File: config.mk
export PLATFORM = sky130hd
export DESIGN_NAME = put_command_fsm_flat
export DESIGN_NICKNAME = d
export VERILOG_FILES = /design/src/rtl/put_command_fsm_if.sv /design/src/rtl/put_command_fsm.sv /design/src/flat_wrapper.sv
export SDC_FILE = /design/constraint.sdc
export NUM_CORES = 1
export LEC_CHECK = 0
export CAP_MARGIN = 20
export CORE_ASPECT_RATIO = 0.7
export CORE_MARGIN = 3
export CORE_UTILIZATION = 45
export CTS_CLUSTER_SIZE = 20
export DETAILED_ROUTE_END_ITERATION = 6
export PLACE_DENSITY = 0.82
export SLEW_MARGIN = 10
export SYNTH_ARGS = -nofsm -noshare
export SYNTH_HDL_FRONTEND = slang
export SYNTH_SLANG_ARGS = --single-unit
File: constraint.sdc
create_clock -name clk -period 2.3 [get_ports clk]
set_input_delay 0.575 -clock clk [delete_from_list [all_inputs] [get_ports clk]]
set_output_delay 0.575 -clock clk [all_outputs]
set_load 0.01 [all_outputs]
File: src/rtl/put_command_fsm_if.sv
// Command-buffer producer bus: host request fields in, buffer write port out.
// The slave side is the put_command_fsm; the master side is the host/buffer.
interface put_command_fsm_if #(
    parameter int buffer_size = 1024
);
    function automatic int log2(input int value);
        int r;
        r = 0;
        for (int i = 0; i < 31; i++)
            if ((1 << i) < value) r = i + 1;
        return (value <= 1) ? 1 : r;
    endfunction

    localparam int A = log2(buffer_size);

    logic         start_put_cmd;
    logic [7:0]   instr;
    logic [2:0]   arg1;
    logic [4:0]   arg2;
    logic [A-1:0] rd_addr_command;
    logic         en_wr_cmd;
    logic [A-1:0] wr_addr_command;
    logic [15:0]  wr_data_command;
    logic         done_put_cmd;
    logic         cmd_rejected;

    modport master (
        output start_put_cmd, instr, arg1, arg2, rd_addr_command,
        input  en_wr_cmd, wr_addr_command, wr_data_command,
        input  done_put_cmd, cmd_rejected
    );

    modport slave (
        input  start_put_cmd, instr, arg1, arg2, rd_addr_command,
        output en_wr_cmd, wr_addr_command, wr_data_command,
        output done_put_cmd, cmd_rejected
    );
endinterface

File: src/rtl/put_command_fsm.sv
// Command-buffer producer: packs a command, checks for space against the
// consumer read pointer, writes one word, and pulses done (or rejected).
module put_command_fsm #(
    parameter int buffer_size = 1024
) (
    input  logic             clk,
    input  logic             rst,
    put_command_fsm_if.slave bus
);
    function automatic int log2(input int value);
        int r;
        r = 0;
        for (int i = 0; i < 31; i++)
            if ((1 << i) < value) r = i + 1;
        return (value <= 1) ? 1 : r;
    endfunction

    localparam int A = log2(buffer_size);
    localparam logic [A-1:0] LAST = A'(buffer_size - 1);

    typedef enum logic [1:0] {
        S_START,
        S_PACK,
        S_WRITE,
        S_END
    } state_t;

    state_t       state;
    state_t       state_nxt;
    logic [A-1:0] wr_addr;
    logic [A-1:0] next_ptr;
    logic [15:0]  wr_data;
    logic         rejected;
    logic         full;

    // Wrap explicitly so non-power-of-two depths work.
    assign next_ptr = (wr_addr == LAST) ? '0 : wr_addr + 1'b1;
    assign full     = (next_ptr == bus.rd_addr_command);

    always_ff @(posedge clk or negedge rst) begin
        if (!rst) state <= S_START;
        else      state <= state_nxt;
    end

    always_comb begin
        state_nxt = S_START;
        unique case (state)
            S_START: state_nxt = bus.start_put_cmd ? S_PACK : S_START;
            S_PACK:  state_nxt = full ? S_END : S_WRITE;
            S_WRITE: state_nxt = S_END;
            S_END:   state_nxt = S_START;
            default: state_nxt = S_START;
        endcase
    end

    always_comb begin
        bus.en_wr_cmd    = 1'b0;
        bus.done_put_cmd = 1'b0;
        unique case (state)
            S_WRITE: bus.en_wr_cmd    = 1'b1;
            S_END:   bus.done_put_cmd = 1'b1;
            default: ;
        endcase
    end

    // 8'hFF in the opcode field marks the reset word as an invalid command.
    always_ff @(posedge clk or negedge rst) begin
        if (!rst) begin
            wr_addr  <= '0;
            wr_data  <= 16'hFF00;
            rejected <= 1'b0;
        end else begin
            if (state == S_START && bus.start_put_cmd)
                wr_data <= {bus.instr, bus.arg1, bus.arg2};
            if (state == S_PACK)
                rejected <= full;
            if (state == S_WRITE)
                wr_addr <= next_ptr;
        end
    end

    assign bus.wr_addr_command = wr_addr;
    assign bus.wr_data_command = wr_data;
    assign bus.cmd_rejected    = rejected;
endmodule
File: src/flat_wrapper.sv
// flat-port wrapper written by rule: the top's interface ports become plain ports
module put_command_fsm_flat 
#(
    parameter int buffer_size = 1024
)
  (clk, rst, bus_start_put_cmd, bus_instr, bus_arg1, bus_arg2, bus_rd_addr_command, bus_en_wr_cmd, bus_wr_addr_command, bus_wr_data_command, bus_done_put_cmd, bus_cmd_rejected);
  put_command_fsm_if #(.buffer_size(buffer_size)) bus_i ();
  input  logic clk;
  input  logic rst;
  input wire logic [$bits(bus_i.start_put_cmd)-1:0] bus_start_put_cmd;
  input wire logic [$bits(bus_i.instr)-1:0] bus_instr;
  input wire logic [$bits(bus_i.arg1)-1:0] bus_arg1;
  input wire logic [$bits(bus_i.arg2)-1:0] bus_arg2;
  input wire logic [$bits(bus_i.rd_addr_command)-1:0] bus_rd_addr_command;
  output wire logic [$bits(bus_i.en_wr_cmd)-1:0] bus_en_wr_cmd;
  output wire logic [$bits(bus_i.wr_addr_command)-1:0] bus_wr_addr_command;
  output wire logic [$bits(bus_i.wr_data_command)-1:0] bus_wr_data_command;
  output wire logic [$bits(bus_i.done_put_cmd)-1:0] bus_done_put_cmd;
  output wire logic [$bits(bus_i.cmd_rejected)-1:0] bus_cmd_rejected;
  assign bus_i.start_put_cmd = bus_start_put_cmd;
  assign bus_i.instr = bus_instr;
  assign bus_i.arg1 = bus_arg1;
  assign bus_i.arg2 = bus_arg2;
  assign bus_i.rd_addr_command = bus_rd_addr_command;
  assign bus_en_wr_cmd = bus_i.en_wr_cmd;
  assign bus_wr_addr_command = bus_i.wr_addr_command;
  assign bus_wr_data_command = bus_i.wr_data_command;
  assign bus_done_put_cmd = bus_i.done_put_cmd;
  assign bus_cmd_rejected = bus_i.cmd_rejected;
  put_command_fsm #(.buffer_size(buffer_size)) u_core (.clk(clk), .rst(rst), .bus(bus_i));
endmodule
Run 1, track usage over the die:
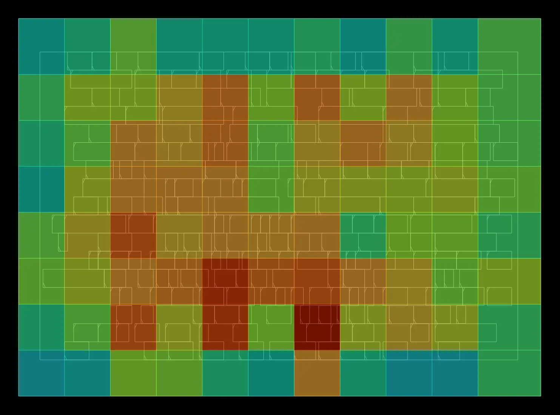
average wire per standard cell: 16.8 um
met1 usage in global routing: 26.3%
met3 usage: 7.37%
GR Util met2: 33.7%
GRT Util Overall: 20.5%

Run 1, selected gate families:
Scale: 8 px per um.
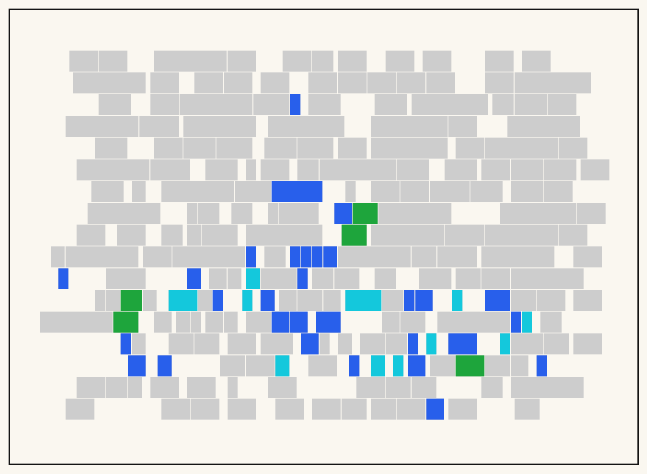
| colour | family | cells |
|---|---|---|
| blue | nand cells | 30 |
| green | non-inverting ao/oa cells | 5 |
| cyan | nor cells | 11 |

Run 1, wiring heat map:
Scale: 4 px per um. 16 x 11 tiles, from white (low) to dark blue (high), scaled to the fullest tile. Values are wire area over tile area, all layers added.
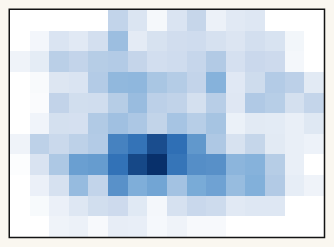
tiles over half the peak: 9.1%
fullest tile: 0.73
mean over tiles: 0.16
Total Wirelength: 4550 um
DR vias: 1472

Run 1, close-up of the layout:
Region (24, 2) to (54, 32) um. Cells in grey, sequential cells in the stronger grey; small squares are vias.
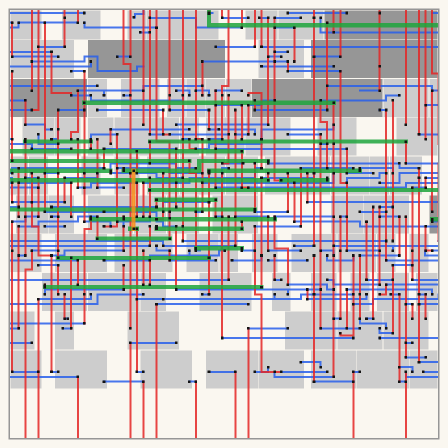
| colour | layer |
|---|---|
| green | metal 3 |
| orange | metal 4 |
| blue | metal 1 |
| red | metal 2 |
most frequent: clkdlybuf4s50_1 (10), nand2_1 (9), buf_4 (5)
netlist names of flops here include: u_core.bus.wr_addr_command (2)
sequential cells in the window: 5
cells with their middle in the window: 79

==> flow_summary.ini, run 1 <==
; generated from flow reports
[outcome]
status = completed

[cells_and_area]
syn2layout_area_growth_pct = 46.8
antenna_cells = 0
fin_cells = 271
final_net_count = 258

[critical_path]
critPathKind = flip-flop to flip-flop
critical_path_required_ns = 2.51
endpoint_kind = flip-flop

[routing]
maxUsedRoutingLayer = met4
ant_nets = 0

[grt]
antenna_found_initial = 0
grt_overflow = 0
grt_pass1_vias = 1456
grt_max_degree = 30

[place]
dp.cells = 263
dp_slack_ns = -0.0932

[yosys]
ys_area_um2 = 1650
avgSynthCellArea_um2 = 10.7
ff_type = dfrtp_1
async_reset_ff_share_pct = 100
synthCells = 155
ys_cells = 155
yosys.area.top_type = dfrtp_1
top_cells_by_count = 21 x dfrtp_1, 17 x mux2_2, 14 x nand2_1

[sta]
final.period_utilization_pct = 93.8
whs_ns = 0.500
finalMaxSlewViolations = 0
timing.fmax_mhz = 464
hold_viol_final = 0
worst_pin_slew_ns = 0.381
rsz0062_at_grt = no

[clock_network]
h-tree-depth = 2
cts_setup_buffers = 0
clkLatencyLatePin_ns = 0.27
cts_sinks = 29
clockBufferDepth = 2
cts_tree = built
clockRootBuffer = clkbuf_8
cts.repair.resized = 0

[floorplan]
pin_count = 58
floorplan.core_util_pct = 49.8

[min_path]
hold_class = flip-flop to flip-flop
## run 1: flip-flops by register name, indices dropped and copies added (netlist names)
name / flops
u_core.state: 2
u_core.bus.wr_addr_command: 10
u_core.bus.cmd_rejected: 1
u_core.bus.wr_data_command: 16
## run 1: metal layers
| layer | track usage, % | vias to the layer above |
|---|---|---|
| met4 | 3.74 | 0 |
| met5 | 0 | - |
| li1 | - | 688 |
| met2 | 33.7 | 64 |
| met1 | 26.3 | 716 |
| met3 | 7.37 | 4 |
## run 1: cell type report
| cell class | instances | share of cell area (%) |
|---|---|---|
| inverter | 8 | 1.24 |
| timing repair buffer | 68 | 26.9 |
| tap | 47 | 2.42 |
| sequential | 29 | 30.3 |
| multi-input combinational | 111 | 34.9 |
| clock buffer | 7 | 3.97 |
| clock inverter | 1 | 0.206 |
## run 1: metrics by stage
stage / total power [uW] / utilization (%) / cell area, um^2
2_1_floorplan: 1600 / - / 1650
3_3_place_gp: 2240 / 70.1 / 2320
3_5_place_dp: 2300 / 70.1 / 2320
4_1_cts: 2770 / 73.1 / 2430
5_1_grt: 2900 / 73.1 / 2430
6_report: 2750 / 73.1 / 2430
## run 1: placed cells by master, fill, tap and decap left out, drive strengths merged, types with 2 or more instances in the layout
master	netlist	layout
a21o	2	2
a21oi	3	3
and2	3	3
and3	2	2
buf	4	11
clkbuf	3	7
clkdlybuf4s50	0	57
dfrtp	21	21
dfstp	8	8
ha	6	6
inv	8	8
mux2	17	17
nand2	14	14
nand2b	5	5
nand3	6	6
nand4	3	3
nand4b	2	2
nor2	6	6
nor3	4	4
o21ai	8	8
o221ai	2	2
or3	4	4
xnor2	6	6
xor2	4	4
## run 1: power by group
part / total, uW / switching [uW] / leakage [uW] / internal (uW)
Combinational: 1360 / 596 / 0.000587 / 762
Sequential: 941 / 169 / 0.000348 / 772
Clock: 454 / 184 / 0.0000542 / 270
## run 1: cell families (layout without fill, tap and decap cells)
family                     Yosys count  after routing  share of synthesized area (%)
adders and majority gates            6              6                           4.54
xor gates and xnor gates            10             10                           5.30
AOI/OAI and AO/OA                   25             25                           10.4
buffers and inverters               15             84                           4.24
muxes                               18             18                           12.2
DFF                                 29             29                           44.5
and+or+nand+nor                     52             52                           18.8
## run 1: critical path, cell delays in order, from the launching register on
cell	delay [ns]
dfrtp_1	0.35
ha_1	0.34
nand3_2	0.14
and2_4	0.19
or3_1	0.35
a32o_1	0.28
nor4_2	0.29
o31a_1	0.16
## run 1: final timing paths
kind	from	endpoint	slack, ns	cells past startpoint
min in group asynchronous	rst	u_core.state[0]	0.69	2
hold / removal	u_core.bus.cmd_rejected	u_core.bus.cmd_rejected	0.50	1
hold reg to reg	u_core.bus.cmd_rejected	u_core.bus.cmd_rejected	0.50	1
setup reg to reg	u_core.bus.wr_addr_command[0]	u_core.state[0]	0.14	7
max in group asynchronous	rst	u_core.bus.wr_data_command[15]	1.31	2
setup / recovery	u_core.bus.wr_addr_command[0]	u_core.state[0]	0.14	7
## Run 2: what changed since run 1
Settings changed: CELL_PAD_IN_SITES_DETAIL_PLACEMENT set to 0, CELL_PAD_IN_SITES_GLOBAL_PLACEMENT set to 2, CORE_UTILIZATION 45 to 27, GPL_ROUTABILITY_DRIVEN set to 0, PLACE_DENSITY 0.82 to 0.81, SLEW_MARGIN 10 to 20.
Run 2, close-up of the layout:
Region (35, 6) to (65, 36) um. Cells in grey, sequential cells in the stronger grey; small squares are vias.
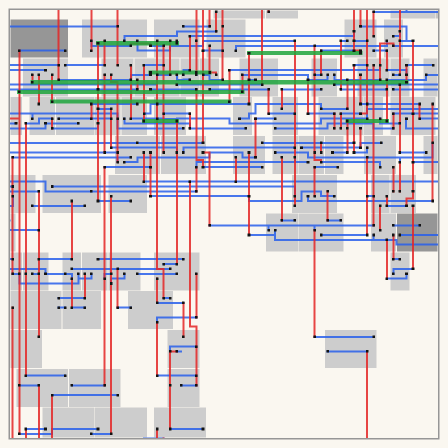
| colour | layer |
|---|---|
| green | metal 3 |
| blue | metal 1 |
| red | metal 2 |
most frequent: clkdlybuf4s50_1 (8), nand2_1 (5)
sequential cells in the window: 0
cells with their middle in the window: 61

==> run 2 against run 1 <==
- sequential share of layout area is 0.14 points lower
- flip-flop count stayed put
- utilization is 31 points lower
- fmax is 0.21% higher
- critical path depth stayed put
- global-route usage is 8.0 points lower
- register-to-register slack better by 0.06 ns
- largest power group unchanged
==> flow_summary.ini, run 2 <==
; generated from flow reports
[power_and_ir_drop]
finalPower_uw = 2630
power_leakage_uw = 0.000974
power_density_nw_per_um2 = 1080
irDropWorstVdd_mv = 0.552

[yosys]
ys_cells = 155
yosys.area.top_type = dfrtp_1
top_logic_kind = simple AND/OR/NAND/NOR gates
ys_seq_share_pct = 44.5
synth_flops = 29
ys_sh_mux_pct = 12.2
ys_sh_aoi_pct = 10.4
ys_sh_adder_pct = 4.54
simple_gate_share_pct = 18.8
syn-cell-area_um2 = 1650
top_cell_area_share_pct = 31.8
synthCells = 155
async_reset_ff_share_pct = 100
top_cells_by_count = 21 x dfrtp_1, 17 x mux2_2, 14 x nand2_1
ff_type = dfrtp_1
ys_types = 46
avgSynthCellArea_um2 = 10.7
area_leaders = dfrtp_1 32%, dfstp_2 13%, mux2_2 12%, ha_1 4.5%, nand2_1 3.2%
yosysMostFrequentCell = dfrtp_1
ys_area_um2 = 1650
edf_count = 0
synthXorXnorAreaFrac_pct = 5.30

[routing]
drc = 0
wl_um = 4270
wire_per_inst_um = 14.3
via_count = 1396
drtIter0Drc = 99
ant_nets = 0
vias_per_cell = 4.67

[grt]
grt_max_degree = 30
grt_use_met1_pct = 18.6
use_met2_pct = 17.9
antenna_found_initial = 0
grt_pass1_vias = 1411
grt_overflow = 0
grtUsageTotal_pct = 12.5
met3_usage_pct = 3.99
top_usage_layer = met1

[cells_and_area]
layout_top_cells = 57 x clkdlybuf4s50_1, 20 x dfrtp_1, 17 x mux2_2, 14 x nand2_1, 11 x buf_4
final_net_count = 258
syn2layout_area_growth_pct = 47.7
final_util_pct = 42.0
fillers = 571
largest_reg_flops = 16
antenna_cells = 0
mostFrequentLayoutCell = clkdlybuf4s50_1

[clock_network]
cts_tree = built
hold_buffers = 0
h-tree-depth = 2
cts_sinks = 29
cts_inserted_buffers = 5
clockBufferDepth = 2
cts_setup_buffers = 0
path_clk_slew_ns = 0.06
clockRootBuffer = clkbuf_8
clkLatencyLatePin_ns = 0.27

[sta]
hold_viol_final = 0
timing.fmax_mhz = 465
finalMaxSlewViolations = 0
rsz0062_at_grt = no
worst_pin_slew_ns = 0.379
final.period_utilization_pct = 93.6
setup_viol = 0

[place]
io_buffers = 57
dp_slack_ns = -0.132
hpwl_um = 3320

[floorplan]
die_area_um2 = 7110
floorplan.core_util_pct = 28.4
pin_count = 58
fp.dieH_um = 71.5

[min_path]
hold_class = flip-flop to flip-flop

[critical_path]
critPathKind = input pin to flip-flop
crit_fanout = 2
endpoint_kind = flip-flop
critPathMaxStageDelay_ns = 0.41
critical_path_required_ns = 2.51
arrival_ns = 2.36
cp_slowest_cell = clkdlybuf4s50_1
crit_path_cell_trace = clkdlybuf4s50_1 > nand2b_1 > o32ai_1 > o311ai_0 > a32o_1 > nor4_2 > o31a_1

[outcome]
status = completed
[run 2: through the flow]
stage | hold slack [ns] | cell area [um^2] | cells
6_report | 0.502 | 2440 | 299
5_1_grt | 0.522 | 2440 | 299
4_1_cts | 0.504 | 2440 | 299
3_5_place_dp | 0.491 | 2360 | 291
3_3_place_gp | 0.486 | 2360 | 291
2_1_floorplan | 0.279 | 1650 | 155
[run 2: routing by layer]
layer  routed length, um  part of all wire (%)
met1                2170                    51
met3                 244                   5.7
met2                1830                    43
met5                   0                     0
met4                  25                  0.59
[run 2: final cells by class]
type | count | area share, %
Multi-Input combinational cell | 111 | 34.7
Sequential cell | 29 | 30.2
Timing Repair Buffer | 68 | 26.8
Tap cell | 75 | 3.84
Clock buffer | 8 | 3.28
Inverter | 8 | 1.23
[run 2: critical path: cells and delay by family]
family,cells,cell delay [ns]
AND/OR/NAND/NOR,2,0.44
AND-OR/OR-AND,4,0.93
buffers and inverters,1,0.41
[run 2: final timing paths]
path	start	end	slack (ns)	cells after the start
max	bus_rd_addr_command[8]	u_core.state[0]	0.15	7
min	u_core.bus.cmd_rejected	u_core.bus.cmd_rejected	0.50	1
max reg2reg	u_core.bus.wr_addr_command[0]	u_core.state[0]	0.20	7
min reg2reg	u_core.bus.cmd_rejected	u_core.bus.cmd_rejected	0.50	1
max in group asynchronous	rst	u_core.bus.wr_data_command[8]	1.29	2
min in group asynchronous	rst	u_core.bus.wr_data_command[4]	0.69	2
[run 2: timing repair]
| action | 4_1_cts | 5_1_grt |
|---|---|---|
| gates resized | 0 | 1 |
| endpoints found under the setup margin | 0 | 2 |
| hold endpoints to repair | 0 | 0 |
[run 2: kinds of logic (layout without fill, tap and decap cells)]
kind of cell / Yosys count / after routing
flops: 29 / 29
buf+inv: 15 / 84
mux: 18 / 18
xor+xnor: 10 / 10
compound gates: 25 / 25
fa+ha+maj: 6 / 6
simple gates: 52 / 52
[run 2: power by group]
group	switching, uW	internal (uW)	total, uW
registers	157	773	931
clock network	181	215	396
logic	563	745	1310
total	901	1730	2630
No activity file was given, so power comes from the tool's default toggle rates.
